==> config.mk <==
export PLATFORM = sky130hd
export DESIGN_NAME = cic_decimator
export DESIGN_NICKNAME = d
export VERILOG_FILES = /design/src/rtl/dfe_pkg.sv /design/src/rtl/cic_comb_stage.sv /design/src/rtl/cic_decimator.sv
export SDC_FILE = /design/constraint.sdc
export NUM_CORES = 1
export LEC_CHECK = 0
export CORE_MARGIN = 2
export CORE_UTILIZATION = 30
export CTS_CLUSTER_DIAMETER = 100
export CTS_CLUSTER_SIZE = 16
export DETAILED_ROUTE_END_ITERATION = 10
export PLACE_DENSITY = 0.51
export REMOVE_ABC_BUFFERS = 1
export SKIP_LAST_GASP = 1
export SLEW_MARGIN = 0
export SYNTH_ARGS = -nofsm -noshare
export SYNTH_HDL_FRONTEND = slang
export SYNTH_SLANG_ARGS = --single-unit
==> constraint.sdc <==
create_clock -name clk -period 12.2 [get_ports clk]
set_clock_uncertainty 0.05 [all_clocks]
set_input_delay 1.22 -clock clk [delete_from_list [all_inputs] [get_ports clk]]
set_output_delay 1.22 -clock clk [all_outputs]
set_load 0.005 [all_outputs]
Figure 1. Routing congestion.
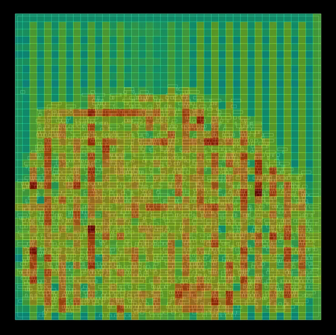
Global Route met2 Usage: 24.2%
global routing usage summed across all routing layers: 14.6%
met3 track utilization from global routing: 1.61%

Figure 2. A small window of the routed layout.
Scale bar: 10 um. Window x 60 to 85, y 60 to 85 um. Cells in gray, sequential cells in the stronger gray; small squares are vias.
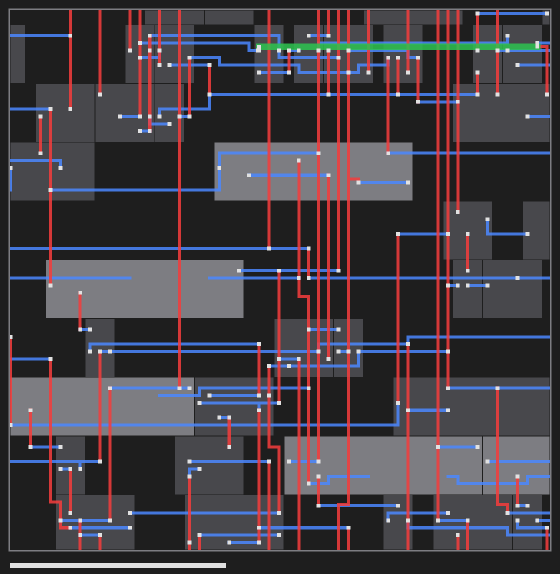
Key: red = met2; green = met3; blue = met1
Most frequent: nor2_1 (9), dfrtp_1 (4), mux2i_1 (3). Sequential cells in the window: 4. 32 logic cells have their middle in the window.

Figure 3. Hierarchy map of the flops.
Other sequential cells in the stronger gray, the rest of the logic in the fainter gray.
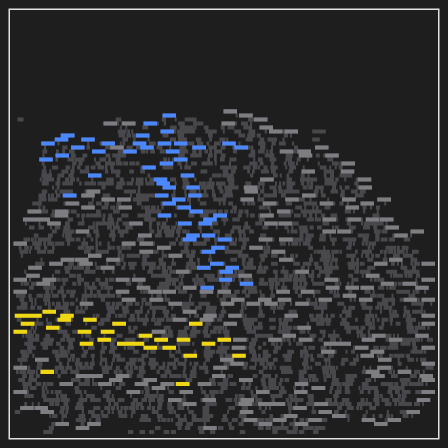
Key: blue = g_comb[0] [sequential cells 56]; yellow = g_integ[1] [sequential cells 28]
Another 218 sequential cells are not colored.
Final Core Density: 32.7%
Die ar.: 84400 um^2
count of placed standard cells in the final layout, fillers left out: 3930

==> reports/qor.txt <==
Status: finished clean
Adder and majority gate portion of the synthesized area: 14.6%
Per-instance average area after synthesis: 8.55 um^2
Cell Int Power: 2760 uW
Cell count of the worst reg-to-reg path: 48
DRC marker count from the first detailed-route iteration: 1098
Combinational family with the most area after synthesis: AND-OR/OR-AND gates
Count of buffers from port buffering: 39
Cell types occupying the most area after synthesis: sky130_fd_sc_hd__dfrtp_1, sky130_fd_sc_hd__ha_1, sky130_fd_sc_hd__xnor2_1
Synthesized flop and latch total: 302
Layout cell share with drive strength beyond 1: 2.94%
Final net count: 3162
Static leakage power: 0.0123 uW
Net switching power of the design: 2400 uW
Xor and xnor fraction of the mapped netlist area: 8.63%
Total half-perimeter wirelength after legalization and detailed placement: 45000 um
Core footprint: 81700 um^2
Minimum setup slack among reg-to-reg paths: 2030 ps
Number of instances resized during post-cts repair: 0
CTS tree: built
Ao+oa area frac: 22.3%
Detailed-routing iteration count for the pre-antenna-repair pass: 5
Final Hold Violation Tally: 0
Antenna diode count: 0
Synthesized instance count: 2878
Source-to-sink clock delay at the later pin of the worst-skew pair: 570 ps
Depth of the CTS H-tree: 1
Final setup viols: 0
Longest individual stage delay on the worst path: 480 ps
# rows: 105
Clock Tree Root: sky130_fd_sc_hd__clkbuf_16
EDFF count, synth: 0
Clock Tree Buf Depth: 3
Drt total wl: 61500 um
Maximum number of pins on one net before global-route repair: 195
Die width: 290 um
Worst path required time: 12620 ps
Setup repair after global routing missed its margin: no
Switching Fraction: 46.4%
Most used cell, CP: sky130_fd_sc_hd__a21oi_1
Placer congestion estimate: 0.803
Maximum clock rate: 0.0983 GHz
Die span in y: 290 um
CP max-delay cell: sky130_fd_sc_hd__dfrtp_1
Leading post-synthesis cells by instance count: sky130_fd_sc_hd__dfrtp_1, sky130_fd_sc_hd__ha_1, sky130_fd_sc_hd__nor2_1, sky130_fd_sc_hd__nand2_1, sky130_fd_sc_hd__a21oi_1
Number of cells in the design after placement: 3906
Number of maximum-capacitance constraint violations: 0
Sum Neg Setup Slack: 0 ps
Share of the yosys chip area belonging to registers: 30.7%
Post-synthesis instance area: 24600 um^2
Actual transition at the worst max-transition pin: 1020 ps
Global-route wire length before repair: 103000 um
Critical Path Fanout Max: 11
Library cells used by synthesis: 83
Area Growth Syn to Fin: 8.60%
Post-CTS clock slew at the launch and capture registers of the worst setup and hold paths: 80 ps
Buffers inserted during post-CTS setup optimization: 0
WS Path Type: reg2reg
Number of vias after detailed routing: 19.9k
Chip area estimate from yosys synthesis: 24600 um^2
Share of cell area taken by muxes after synthesis: 3.75%
Dominant synthesized flop cell: sky130_fd_sc_hd__dfrtp_1
Pwr per Cell Area: 193 nW/um^2
DR WL/cell: 15.7 um
Area fraction in and, or, nand and nor cells: 15.3%
Remaining antenna violation count after routing: 0
Via/cell ratio: 5.06
Post-synthesis async set-or-reset flop share: 100%
Antenna violations before repair: 0
Worst Hold Depth: 2
Remaining DRCs: 0
Flip-flop count of the largest register, all copies and words added: 140
-- through the flow --
step | utilization [%] | hold slack, ps | setup slack (ps) | total power [uW] | area [um^2]
floorplan | - | 413 | -101 | 3670 | 24200
global placement | 32.0 | 425 | 2340 | 4480 | 26100
detailed placement | 32.0 | 433 | 2090 | 4440 | 26100
CTS | 32.7 | 450 | 2060 | 5210 | 26700
global route | 32.7 | 484 | 880 | 5630 | 26700
finish | 32.7 | 454 | 2030 | 5160 | 26700
-- critical path, delay by kind of cell (launching register included) --
family,cells,cell delay (ps)
and+or+nand+nor,19,3230
adders and majority gates,5,1600
xor gates and xnor gates,5,940
muxes,1,320
DFF,1,480
AOI/OAI and AO/OA,18,3460
-- layout by cell type (no fill, tap or decap), types with 6 or more instances in the layout --
master,n
sky130_fd_sc_hd__a2111oi_0,7
sky130_fd_sc_hd__buf_4,15
sky130_fd_sc_hd__a21oi_1,226
sky130_fd_sc_hd__o21a_1,33
sky130_fd_sc_hd__nor4_1,11
sky130_fd_sc_hd__inv_1,216
sky130_fd_sc_hd__or3_1,38
sky130_fd_sc_hd__mux2i_1,88
sky130_fd_sc_hd__o31a_1,8
sky130_fd_sc_hd__a211oi_1,27
sky130_fd_sc_hd__o21ai_0,124
sky130_fd_sc_hd__ha_1,272
sky130_fd_sc_hd__and2_1,8
sky130_fd_sc_hd__nor2_1,264
sky130_fd_sc_hd__clkbuf_16,23
sky130_fd_sc_hd__o31ai_1,126
sky130_fd_sc_hd__a31oi_1,30
sky130_fd_sc_hd__xnor2_1,167
sky130_fd_sc_hd__o21bai_1,48
sky130_fd_sc_hd__a41oi_1,10
sky130_fd_sc_hd__o21ai_1,9
sky130_fd_sc_hd__a21o_1,106
sky130_fd_sc_hd__xor2_1,73
sky130_fd_sc_hd__nand4_1,21
sky130_fd_sc_hd__and3_1,13
sky130_fd_sc_hd__nor2b_1,36
sky130_fd_sc_hd__dfrtp_1,302
sky130_fd_sc_hd__clkdlybuf4s50_1,37
sky130_fd_sc_hd__nand2_1,238
sky130_fd_sc_hd__a31o_2,8
sky130_fd_sc_hd__nand2b_1,22
sky130_fd_sc_hd__or2_2,6
sky130_fd_sc_hd__nand3_1,62
sky130_fd_sc_hd__o211ai_1,14
sky130_fd_sc_hd__fa_1,9
sky130_fd_sc_hd__and4_1,6
sky130_fd_sc_hd__nor3_1,65
-- power groups by stage --
| stage | combinational [uW] | sequential [uW] | clock, uW |
|---|---|---|---|
| finish | 3400 | 1040 | 722 |
| global route | 3800 | 1040 | 787 |
| CTS | 3410 | 1040 | 755 |
| detailed placement | 3380 | 1060 | 0 |
| global placement | 3430 | 1060 | 0 |
| floorplan | 2620 | 1050 | 0 |
-- per-layer routing --
metal	up-vias	GRT usage, %	wire (um)
met3	46	1.61	1740
met5	-	0	0
met4	0	2.41	863
met1	9437	20.6	30700
li1	10211	-	-
met2	209	24.2	28200
-- cell type report --
| type | count | area (um^2) |
|---|---|---|
| fill | 8698 | 55000 |
| tap | 1070 | 1340 |
| timing repair buffer | 56 | 549 |
| sequential | 302 | 7560 |
| clock buffer | 24 | 589 |
| inverter | 217 | 815 |
| multi-input combinational | 2261 | 15900 |
Power figures rest on the tool's default switching activity, not on a simulated workload.
